### Routed clock nets over the placement, run 1

Scale: 3 px per um.
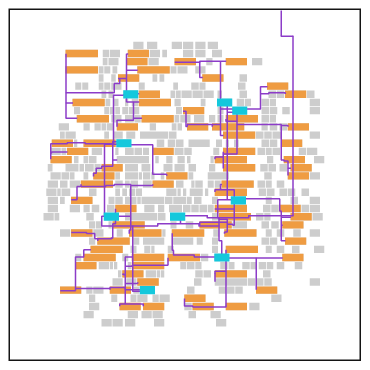
### Signal wires on met3, run 1

Scale: 2 px per um.
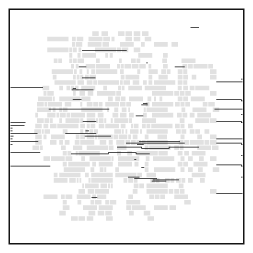
### Register map, names as in the netlist, run 1

Scale: 2 px per um. Other sequential cells in the stronger gray, the rest of the logic in the fainter gray.
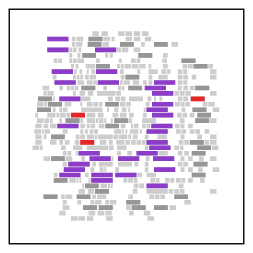
**src/rtl/fifo_pkg.sv**
```systemverilog
// Shared parameters and helpers for the single-clock FIFO and its drain stages.
// The FIFO and the word packer both take their default widths from here.
package fifo_pkg;

    localparam int ADDR_WIDTH = 4;
    localparam int IN_WIDTH   = 8;
    localparam int PACK       = 4;
    localparam int OUT_WIDTH  = IN_WIDTH * PACK;

    // Ceiling log2, usable in parameter expressions.
    function automatic int clog2(input int value);
        int result;
        result = 0;
        while ((1 << result) < value) begin
            result++;
        end
        return result;
    endfunction

endpackage

```
**src/rtl/fifo_word_packer.sv**
```systemverilog
// Drains bytes from the FIFO and packs PACK of them, little-endian, into one word
// on a valid/ready output; a flush pulse emits whatever partial word is buffered.
module fifo_word_packer #(
    parameter int ADDR_WIDTH = fifo_pkg::ADDR_WIDTH,
    parameter int IN_WIDTH   = fifo_pkg::IN_WIDTH,
    parameter int PACK       = fifo_pkg::PACK,
    localparam int OUT_W     = IN_WIDTH * PACK,
    localparam int CNT_W     = fifo_pkg::clog2(PACK + 1)
) (
    input  logic                  clk,
    input  logic                  reset,
    input  logic [ADDR_WIDTH:0]   fifo_fillcount,
    input  logic [IN_WIDTH-1:0]   fifo_data,
    output logic                  fifo_get,
    input  logic                  flush,
    output logic [OUT_W-1:0]      out_data,
    output logic [CNT_W-1:0]      out_count,
    output logic                  out_valid,
    input  logic                  out_ready
);

    localparam int LANE_W = fifo_pkg::clog2(PACK);
    localparam logic [CNT_W-1:0] FULL_C = CNT_W'(PACK);
    localparam logic [CNT_W-1:0] LAST_C = CNT_W'(PACK - 1);

    logic [CNT_W-1:0]    issued;
    logic [CNT_W-1:0]    landed;
    logic                land_v;
    logic                flush_pend;
    logic [IN_WIDTH-1:0] lanes [PACK];

    logic                slot_free;
    logic                complete;
    logic                held_transfer;
    logic                flush_fire;
    logic [PACK-1:0]     lane_we;
    logic                load_word;
    logic [OUT_W-1:0]    load_data;
    logic [CNT_W-1:0]    load_count;

    // Invariant: issued == landed + land_v, so issued==landed means nothing in flight.
    always_comb begin
        slot_free     = !out_valid || out_ready;
        complete      = land_v && (landed == LAST_C) && slot_free;
        held_transfer = (landed == FULL_C) && slot_free;
        flush_fire    = flush_pend && (issued == landed) && slot_free && !held_transfer;
        fifo_get      = !reset && (fifo_fillcount != '0) && !flush_pend
                        && ((issued < FULL_C) || complete);
        lane_we       = '0;
        if (land_v) begin
            lane_we[landed[LANE_W-1:0]] = 1'b1;
        end
    end

    always_comb begin
        load_word  = 1'b0;
        load_data  = '0;
        load_count = '0;
        if (complete) begin
            load_word  = 1'b1;
            load_count = FULL_C;
            for (int i = 0; i < PACK - 1; i++) begin
                load_data[i*IN_WIDTH +: IN_WIDTH] = lanes[i];
            end
            load_data[(PACK-1)*IN_WIDTH +: IN_WIDTH] = fifo_data;
        end else if (held_transfer) begin
            load_word  = 1'b1;
            load_count = FULL_C;
            for (int i = 0; i < PACK; i++) begin
                load_data[i*IN_WIDTH +: IN_WIDTH] = lanes[i];
            end
        end else if (flush_fire && (landed != '0)) begin
            load_word  = 1'b1;
            load_count = landed;
            for (int i = 0; i < PACK; i++) begin
                if (CNT_W'(i) < landed) begin
                    load_data[i*IN_WIDTH +: IN_WIDTH] = lanes[i];
                end
            end
        end
    end

    always_ff @(posedge clk) begin
        if (reset) begin
            for (int i = 0; i < PACK; i++) begin
                lanes[i] <= '0;
            end
        end else begin
            for (int i = 0; i < PACK; i++) begin
                if (lane_we[i]) begin
                    lanes[i] <= fifo_data;
                end
            end
        end
    end

    // A completing word may overlap the first get of the next word, hence issued<=1.
    always_ff @(posedge clk) begin
        if (reset) begin
            issued     <= '0;
            landed     <= '0;
            land_v     <= 1'b0;
            flush_pend <= 1'b0;
            out_valid  <= 1'b0;
            out_data   <= '0;
            out_count  <= '0;
        end else begin
            land_v <= fifo_get;

            if (complete) begin
                issued <= fifo_get ? CNT_W'(1) : '0;
                landed <= '0;
            end else if (held_transfer || flush_fire) begin
                issued <= '0;
                landed <= '0;
            end else begin
                if (fifo_get) begin
                    issued <= issued + CNT_W'(1);
                end
                if (land_v) begin
                    landed <= landed + CNT_W'(1);
                end
            end

            if (flush) begin
                flush_pend <= 1'b1;
            end else if (flush_fire) begin
                flush_pend <= 1'b0;
            end

            if (load_word) begin
                out_data  <= load_data;
                out_count <= load_count;
                out_valid <= 1'b1;
            end else if (out_ready) begin
                out_valid <= 1'b0;
            end
        end
    end

endmodule
```
**config.mk**
```make
export PLATFORM = sky130hd
export DESIGN_NAME = fifo_word_packer
export DESIGN_NICKNAME = d
export VERILOG_FILES = /design/src/rtl/fifo_pkg.sv /design/src/rtl/fifo_word_packer.sv
export SDC_FILE = /design/constraint.sdc
export NUM_CORES = 1
export LEC_CHECK = 0
export CAP_MARGIN = 0
export CORE_MARGIN = 10
export CORE_UTILIZATION = 40
export DETAILED_ROUTE_END_ITERATION = 8
export PLACE_DENSITY = 0.64
export SYNTH_ARGS = -nofsm -noshare
export SYNTH_HDL_FRONTEND = slang
export SYNTH_SLANG_ARGS = --single-unit
export TNS_END_PERCENT = 5
```
**constraint.sdc**
```tcl
create_clock -name clk -period 2.2 [get_ports clk]
set_input_delay 0.44 -clock clk [delete_from_list [all_inputs] [get_ports clk]]
set_output_delay 0.44 -clock clk [all_outputs]
set_load 0.02 [all_outputs]
```
==> impl_metrics.json, run 1 <==
{
  "outcome": "completed",
  "max_freq_mhz": 499,
  "tool_warnings": 29,
  "slew_violations": 0,
  "row_count": 35,
  "hold_ws_ns": 0.475,
  "critPathLaunchType": "input pin",
  "ys_async_sr_fraction": 0,
  "hold_path.class": "register to register",
  "p_sw_frac": 0.247,
  "dominant_cells": "sequential cells",
  "largest_area_cell": "edfxtp_1",
  "synth_nets": 382,
  "grt_overflow": 0,
  "hold_end": "out_data[5]",
  "cp-startpoint": "fifo_fillcount[1]",
  "clock_latency_ns": 0.35,
  "yosys_register_bits": 76,
  "synth-edff-count": 32,
  "reg2reg_to": "out_data[24]",
  "p_total_mw": 3.32,
  "critPathKind": "input pin to primary output",
  "grt_pass1_vias": 2895,
  "met1_length_um": 4240,
  "area_delta_synth_final_pct": 27.1,
  "fin_skew_ns": 0.00654,
  "netlist_area_um2": 3720,
  "yosys_cells": 360,
  "hold_violations": 0,
  "drt-pass1-iter-count": 4,
  "initialDrtViolationCount": 156,
  "synth_seq_share": 0.494,
  "placedCellCount": 517,
  "insertedDiodeCount": 0,
  "wl_met2_um": 4660,
  "switching_power_mw": 0.821,
  "nNonClkBuffers": 80,
  "n_tap_cell": 111,
  "grt.busiest_layer": "met2",
  "yosysWarnings": 0,
  "final.min_clock_period_ns": 2.01,
  "cp.arrival_ns": 1.57,
  "cts_hold_buf": 0,
  "synth_top_area_share": 0.258,
  "reg.largest.list": "lanes (32), out_data (32)",
  "synthDistinctLibCells": 43,
  "sh_comb_area": 0.363,
  "tightest_slew_ns": 0.761,
  "p_per_area_nw_per_um2": 701,
  "ff_type": "dfxtp_1",
  "clk_share": 0.0510,
  "logic_area_um2": 1720,
  "io_pins": 54,
  "nClkBuffers": 11,
  "drive_above_1_share": 0.125,
  "die_area_um2": 13600,
  "r2r_slack_ns": 0.29,
  "path_clk_slew_ns": 0.08,
  "preCtsSetupSlack_ns": -0.257,
  "numCtsBuffers": 9,
  "cts.sinks": 76,
  "topCellsByArea": "edfxtp_1 26%, dfxtp_1 24%, nand3b_1 6.4%, and3_1 4.0%, nor3b_1 3.2%",
  "hold_path_startpoint": "out_data[5]",
  "inverters": 4,
  "wl_per_cell_um": 18.0,
  "met3_wirelength_um": 508,
  "post-route-util": 0.517,
  "setup_ws_ns": 0.194,
  "top_cell": "dfxtp_1",
  "die_h_um": 117,
  "final-setup-viol-count": 0,
  "grt_pass1_wl_um": 15200,
  "crit_path_max_fanout": 2,
  "clk_path_buf_depth": 2,
  "nonClkBufAreaFrac": 0.164,
  "tns_ns": 0,
  "gp_congestion": 0.815,
  "rsz0062_at_grt": "no",
  "nFillCells": 841,
  "relSlewSlack": 0.492,
  "design_area_um2": 4730
}
-- 'Routed clock nets over the placement' (at the start) --
[flip-flops] orange | count: 76
[clock wires] purple | length: 1,020 um
[clock-net drivers] cyan | count: 9
routed clock nets: 10

-- 'Signal wires on met3' (at the start) --
main direction: horizontal
wire length on this layer: 509 um
nets with wire on the layer: 43
longest straight run: 29.9 um
via count: 2,966
final wirelength: 9600 um
GR Util met3: 0.0298

-- 'Register map, names as in the netlist' (at the start) --
[`out_count`] red | sequential cells: 3
[`lanes`] purple | sequential cells: 32
not colored: 41
register area: 1840 um^2
Seq. pwr: 1.55 mW
Seq area share: 0.389

==> run 1: placed cells by master, fill, tap and decap left out, drive strengths merged, types with 3 or more instances in the layout <==
| master | instances |
|---|---|
| inv | 4 |
| a21o | 3 |
| xnor2 | 4 |
| clkbuf | 12 |
| mux2i | 9 |
| nor3b | 16 |
| ha | 5 |
| nor2 | 8 |
| o31ai | 3 |
| bufinv | 3 |
| and3 | 24 |
| and2 | 17 |
| a311oi | 3 |
| edfxtp | 32 |
| nand3 | 20 |
| dfxtp | 44 |
| nand4 | 19 |
| buf | 28 |
| nand2b | 12 |
| o211ai | 16 |
| a221o | 8 |
| a21oi | 17 |
| clkdlybuf4s50 | 51 |
| nand2 | 12 |
| nand3b | 32 |
==> run 1: logic make-up after synthesis <==
logic type / Yosys count / share of synthesized area
buffers and inverters: 37 / 0.0440
AND/OR/NAND/NOR: 167 / 0.280
flip-flops: 76 / 0.494
multiplexers: 9 / 0.0242
AND-OR/OR-AND: 61 / 0.128
XOR/XNOR: 5 / 0.0118
adder cells (fa/ha/maj): 5 / 0.0168
==> run 1: what timing repair did <==
| action | 4_1_cts | 5_1_grt |
|---|---|---|
| endpoints found under the setup margin | 1 | 1 |
| gates cloned | 0 | 0 |
| resized | 1 | 2 |
==> run 1: critical path, stage by stage <==
cell             delay, ns
clkdlybuf4s50_1       0.45
nor3_1                0.06
a211o_1               0.30
a21oi_1               0.12
clkbuf_2              0.19
==> run 1: power groups by stage <==
stage	clock, mW	sequential, mW	combinational [mW]
floorplan	0	1.58	0.271
global route	1.38	1.55	0.508
finish	1.29	1.55	0.479
detailed placement	0	1.58	0.474
CTS	1.32	1.55	0.474
global placement	0	1.58	0.467
==> inputs of run 2 (changes only) <==
--- a/config.mk
+++ b/config.mk
@@ -8,8 +8,11 @@
 export CAP_MARGIN = 0
 export CORE_MARGIN = 10
 export CORE_UTILIZATION = 40
+export CTS_CLUSTER_DIAMETER = 50
 export DETAILED_ROUTE_END_ITERATION = 8
+export HOLD_SLACK_MARGIN = 0.1
 export PLACE_DENSITY = 0.64
+export REMOVE_ABC_BUFFERS = 1
 export SYNTH_ARGS = -nofsm -noshare
 export SYNTH_HDL_FRONTEND = slang
 export SYNTH_SLANG_ARGS = --single-unit
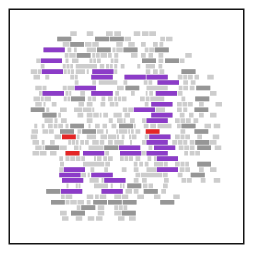
*Register map, names as in the netlist, run 2*
Scale: 2 px per um. Other sequential cells in the stronger gray, the rest of the logic in the fainter gray.
[`out_count`] red | sequential cells: 3
[`lanes`] purple | sequential cells: 32
not colored: 41

==> run 2 against run 1 <==
Against the previous run: sequential power about the same; via count increased by 0.37%; core utilization is essentially flat.
==> impl_metrics.json, run 2 <==
{
  "hold_violations": 0,
  "routed_wl_um": 9450,
  "drt-pass1-iter-count": 4,
  "grt_overflow": 0,
  "synth-edff-count": 32,
  "top_cell": "dfxtp_1",
  "wl_met2_um": 4710,
  "initialDrtViolationCount": 197,
  "critPathLaunchType": "register",
  "cts_hold_buf": 0,
  "insertedDiodeCount": 0,
  "row_count": 35,
  "grt_pass1_vias": 2990,
  "grt.busiest_layer": "met2",
  "slew_violations": 0,
  "relSlewSlack": 0.580,
  "yosysWarnings": 0,
  "path_cells": "inv_1, ha_1, and2_1, o21ai_2, buf_4, nand3b_1, o211ai_1",
  "largest_area_cell": "edfxtp_1",
  "rsz0062_at_grt": "no",
  "cp_slowest_cell": "dfxtp_1",
  "gp_congestion": 0.826,
  "cp.arrival_ns": 2.30,
  "final.min_clock_period_ns": 2.02,
  "lay_top_cells": "51 x clkdlybuf4s50_1, 44 x dfxtp_1, 32 x nand3b_1, 32 x edfxtp_1",
  "slowest_delay_ns": 0.42,
  "critPathKind": "register to register",
  "met1_length_um": 4050,
  "yosys_register_bits": 76,
  "numCtsBuffers": 9,
  "hold_path_startpoint": "out_data[4]",
  "outcome": "completed",
  "area_delta_synth_final_pct": 27.0,
  "crit_cells": 7,
  "crit_path_max_fanout": 14,
  "final-setup-viol-count": 0,
  "num_vias": 2977,
  "ff_type": "dfxtp_1",
  "netlist_area_um2": 3720,
  "synth_top_area_share": 0.258,
  "topCellsByArea": "edfxtp_1 26%, dfxtp_1 24%, nand3b_1 6.4%, and3_1 4.0%, nor3b_1 3.2%",
  "max_freq_mhz": 494,
  "p_per_area_nw_per_um2": 719
}
## run 2: cell types whose count changed in the layout (fill, tap and decap cells not counted)
cell | before | now
buf_4 | 22 | 24
clkinv_1 | 0 | 2
buf_6 | 1 | 0
buf_12 | 4 | 3
bufinv_16 | 3 | 4
clkinv_2 | 2 | 0
clkbuf_8 | 10 | 9
## run 2: final cells by class
class                   instances  area (um^2)  area share
flip-flops and latches         76         1840       0.389
multi-input cells             247         1720       0.363
repair buffers                 80          761       0.161
well taps                     111          139      0.0294
clock buffers                  10          128      0.0270
clock inverters                 6          128      0.0270
inverters                       4         15.0     0.00317
## run 2: power breakdown
group          switching, mW  internal, mW  leakage, nW
clock network          0.517         0.861        0.126
registers             0.0265          1.52        0.690
logic                  0.284         0.191        0.871
total                  0.827          2.57         1.69
## run 2: kinds of logic after synthesis
kind of cell | count (synthesis) | synth area share
flip-flops | 76 | 0.494
buffers and inverters | 37 | 0.0440
AND-OR/OR-AND | 61 | 0.128
AND/OR/NAND/NOR | 167 | 0.280
XOR/XNOR | 5 | 0.0118
adder cells (fa/ha/maj) | 5 | 0.0168
multiplexers | 9 | 0.0242
## run 2: through the flow
stage / total power, mW / cell area (um^2) / setup slack (ns) / TNS (ns) / util
floorplan: 1.80 / 3580 / -0.170 / -4.20 / -
global placement: 2.04 / 4480 / -0.233 / -1.87 / 0.490
detailed placement: 2.06 / 4480 / -0.233 / -2.42 / 0.490
CTS: 3.42 / 4730 / 0.0342 / 0 / 0.517
global route: 3.52 / 4730 / 0.0202 / 0 / 0.517
finish: 3.40 / 4730 / 0.176 / 0 / 0.517
## run 2: timing repair
item                       CTS  global route
gates resized                1             2
gates cloned                 0             0
pin swaps                    0             0
setup endpoints to repair    1             1
Power figures rest on the tool's default switching activity, not on a simulated workload.
